## src/rtl/serial_ctrl_defs_pkg.sv

```systemverilog
// Shared FSM encoding for the bit-serial arithmetic controllers.
package serial_ctrl_defs_pkg;

  localparam int unsigned StateW = 2;

  typedef enum logic [StateW-1:0] {
    StIdle  = 2'd0,
    StShift = 2'd1,
    StDone  = 2'd2
  } serial_state_e;

endpackage

```

## src/rtl/full_adder.sv

```systemverilog
// Single-bit combinational full adder cell.
module full_adder (
  input  logic a_i,
  input  logic b_i,
  input  logic cin_i,
  output logic s_o,
  output logic cout_o
);

  assign s_o    = a_i ^ b_i ^ cin_i;
  assign cout_o = (a_i & b_i) | (cin_i & (a_i ^ b_i));

endmodule

```

## src/rtl/serial_adder_ctrl.sv

```systemverilog
// Bit-serial WIDTH-bit adder: one full_adder reused LSB-first, one bit per clock.
module serial_adder_ctrl
  import serial_ctrl_defs_pkg::*;
#(
  parameter int unsigned WIDTH = 8
) (
  input  logic             clk,
  input  logic             rst,
  input  logic             start,
  input  logic [WIDTH-1:0] a,
  input  logic [WIDTH-1:0] b,
  input  logic             cin,
  output logic             busy,
  output logic             done,
  output logic [WIDTH-1:0] sum,
  output logic             cout
);

  localparam int unsigned CNT_W = (WIDTH > 1) ? $clog2(WIDTH) : 1;
  localparam logic [CNT_W-1:0] LastCnt = CNT_W'(WIDTH - 1);

  serial_state_e    state_q, state_d;
  logic [WIDTH-1:0] a_sh_q, a_sh_d;
  logic [WIDTH-1:0] b_sh_q, b_sh_d;
  logic [WIDTH-1:0] sum_sh_q, sum_sh_d;
  logic [WIDTH-1:0] sum_q, sum_d;
  logic             carry_q, carry_d;
  logic             cout_q, cout_d;
  logic [CNT_W-1:0] cnt_q, cnt_d;
  logic             fa_s, fa_cout;

  full_adder u_full_adder (
    .a_i    (a_sh_q[0]),
    .b_i    (b_sh_q[0]),
    .cin_i  (carry_q),
    .s_o    (fa_s),
    .cout_o (fa_cout)
  );

  // Next-state and datapath update; operands are only captured in idle.
  always_comb begin
    state_d  = state_q;
    a_sh_d   = a_sh_q;
    b_sh_d   = b_sh_q;
    sum_sh_d = sum_sh_q;
    sum_d    = sum_q;
    carry_d  = carry_q;
    cout_d   = cout_q;
    cnt_d    = cnt_q;
    unique case (state_q)
      StIdle: begin
        if (start) begin
          a_sh_d   = a;
          b_sh_d   = b;
          carry_d  = cin;
          cnt_d    = '0;
          sum_sh_d = '0;
          state_d  = StShift;
        end
      end
      StShift: begin
        // New sum bit enters at the MSB so the LSB lands at bit 0 after WIDTH shifts.
        sum_sh_d = (sum_sh_q >> 1) | (WIDTH'(fa_s) << (WIDTH - 1));
        a_sh_d   = a_sh_q >> 1;
        b_sh_d   = b_sh_q >> 1;
        carry_d  = fa_cout;
        cnt_d    = cnt_q + 1'b1;
        if (cnt_q == LastCnt) begin
          sum_d   = sum_sh_d;
          cout_d  = fa_cout;
          state_d = StDone;
        end
      end
      StDone: begin
        state_d = StIdle;
      end
      default: begin
        state_d = StIdle;
      end
    endcase
  end

  // State and datapath registers with synchronous reset.
  always_ff @(posedge clk) begin
    if (rst) begin
      state_q  <= StIdle;
      a_sh_q   <= '0;
      b_sh_q   <= '0;
      sum_sh_q <= '0;
      sum_q    <= '0;
      carry_q  <= 1'b0;
      cout_q   <= 1'b0;
      cnt_q    <= '0;
    end else begin
      state_q  <= state_d;
      a_sh_q   <= a_sh_d;
      b_sh_q   <= b_sh_d;
      sum_sh_q <= sum_sh_d;
      sum_q    <= sum_d;
      carry_q  <= carry_d;
      cout_q   <= cout_d;
      cnt_q    <= cnt_d;
    end
  end

  assign busy = (state_q == StShift);
  assign done = (state_q == StDone);
  assign sum  = sum_q;
  assign cout = cout_q;

endmodule

```

## config.mk

```make
export PLATFORM = sky130hd
export DESIGN_NAME = serial_adder_ctrl
export DESIGN_NICKNAME = d
export VERILOG_FILES = /design/src/rtl/serial_ctrl_defs_pkg.sv /design/src/rtl/full_adder.sv /design/src/rtl/serial_adder_ctrl.sv
export SDC_FILE = /design/constraint.sdc
export NUM_CORES = 1
export LEC_CHECK = 0
export CAP_MARGIN = 5
export CORE_ASPECT_RATIO = 0.8
export CORE_MARGIN = 2
export CORE_UTILIZATION = 28
export CTS_CLUSTER_DIAMETER = 60
export DETAILED_ROUTE_END_ITERATION = 10
export DONT_BUFFER_PORTS = 1
export GPL_ROUTABILITY_DRIVEN = 0
export RECOVER_POWER = 25
export SYNTH_ARGS = -nofsm -noshare
export SYNTH_HDL_FRONTEND = slang
export SYNTH_HIERARCHICAL = 1
export SYNTH_SLANG_ARGS = --single-unit
```

## constraint.sdc

```tcl
create_clock -name clk -period 1.8 [get_ports clk]
set_clock_uncertainty 0.2 [all_clocks]
set_input_delay 0.27 -clock clk [delete_from_list [all_inputs] [get_ports clk]]
set_output_delay 0.27 -clock clk [all_outputs]
set_load 0.1 [all_outputs]
```

==> images/flops_by_reg.png <==
Drawn at 6 px/µm. Other sequential cells in the stronger grey, the rest of the logic in the fainter grey.
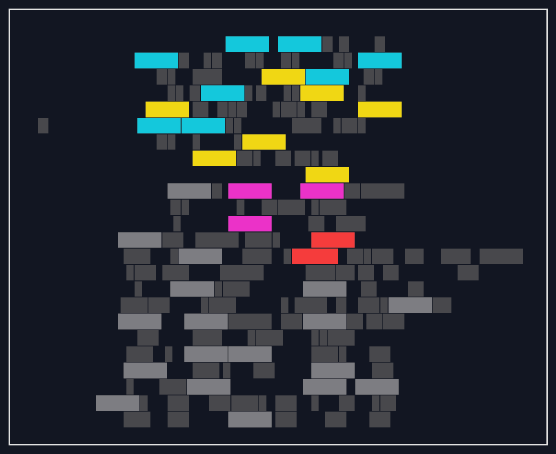
Key: red = state_q [sequential cells 2]; magenta = cnt_q [sequential cells 3]; cyan = sum [sequential cells 8]; yellow = sum_sh_q [sequential cells 7, where top middle]
Another 18 sequential cells are not coloured.
register area: 762 µm²
sequential share of cell area: 39.8%
seq pwr: 905 µW

==> impl_metrics.csv <==
group,metric,value,unit
run_status,outcome,"completed",
detailed_routing,routed-via-count,1167,
global_route,grt_pass1_wl,5730,µm
final_timing,number_of_setup_violations_in_the_final_report,0,
min_path,hold_path.startpoint,"a[1]",
worst_setup_path,timing.critical_path.slowest_cell_delay,0.45,ns
pwr,combinationalPowerShare,12.7,%
floorplanning,floorplan.initialDensity,29.4,%
pwr,cellPowerDensity,860,mW/mm²
place,buffer_ports.inserted,0,
finish,layoutNonFillerInstCount,255,
final_timing,tns,0,ns
pwr,power.switching,406,µW
global_route,grt_max_degree,39,
worst_setup_path,critical_path_peak_fanout,8,
detailed_routing,drt_first_iter_violations,112,
final_timing,post-route-min-period,1.67,ns
place,post-place-ws,0.144,ns
clock_tree,cts_tree,"done",
final_timing,fin_ws,0.133,ns
==> images/congestion.png <==
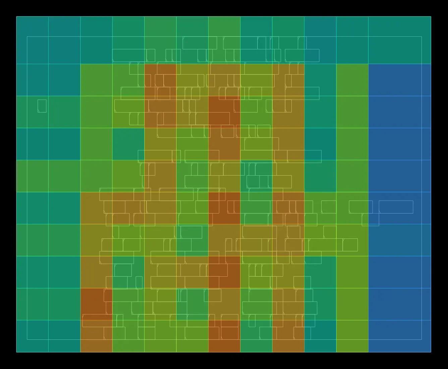
met2 GRT Util: 15.8%
global routing usage on met3: 4.78%
global routing met1 resource utilization: 16.0%
gr busiest metal: met1

==> cell type report <==
type	count	area, µm²	area share, %
inverters	2	7.51	0.392
clock buffers	7	76.3	3.98
repair buffers	21	193	10.1
multi-input cells	109	781	40.7
well taps	78	97.6	5.09
flip-flops and latches	38	762	39.8
==> power groups by stage <==
| stage | Sequential [mW] | Combinational [mW] | Clock (mW) |
|---|---|---|---|
| CTS | 0.905 | 0.210 | 0.554 |
| detailed placement | 0.924 | 0.182 | 0 |
| floorplan | 0.916 | 0.175 | 0 |
| global route | 0.911 | 0.233 | 0.594 |
| finish | 0.905 | 0.210 | 0.533 |
| global placement | 0.924 | 0.180 | 0 |
==> metal layers <==
| layer | track usage (%) | wire length [µm] |
|---|---|---|
| met4 | 4.98 | 64 |
| met5 | 0 | 0 |
| met1 | 16.0 | 1500 |
| met3 | 4.78 | 266 |
| met2 | 15.8 | 1400 |
==> synth_stat cells (2+ instances only) <==
library cell  count
dfxtp_1          38
nor2_1           27
nand2_1          18
a211oi_2         14
mux2i_1          14
a22oi_1          11
a21oi_1           9
buf_2             5
buf_6             5
clkbuf_1          3
ha_1              2
inv_1             2
nor2b_1           2
nor3b_1           2
nor4b_1           2
==> worst max-delay path by stage <==
stage / start / end / cells past startpoint
after detailed placement: cnt_q[0]$_SDFFE_PP0P_ / sum[2]$_SDFFE_PP0P_ / 5
after global placement: cnt_q[0]$_SDFFE_PP0P_ / sum[7]$_SDFFE_PP0P_ / 5
final: state_q[0]$_SDFFE_PP0P_ / busy / 2
after floorplan: state_q[0]$_SDFFE_PP0P_ / done / 3
after CTS: state_q[1]$_SDFFE_PP0P_ / done / 3
after global routing: cnt_q[0]$_SDFFE_PP0P_ / sum[7]$_SDFFE_PP0P_ / 5
Power and IR drop assume default switching activity.
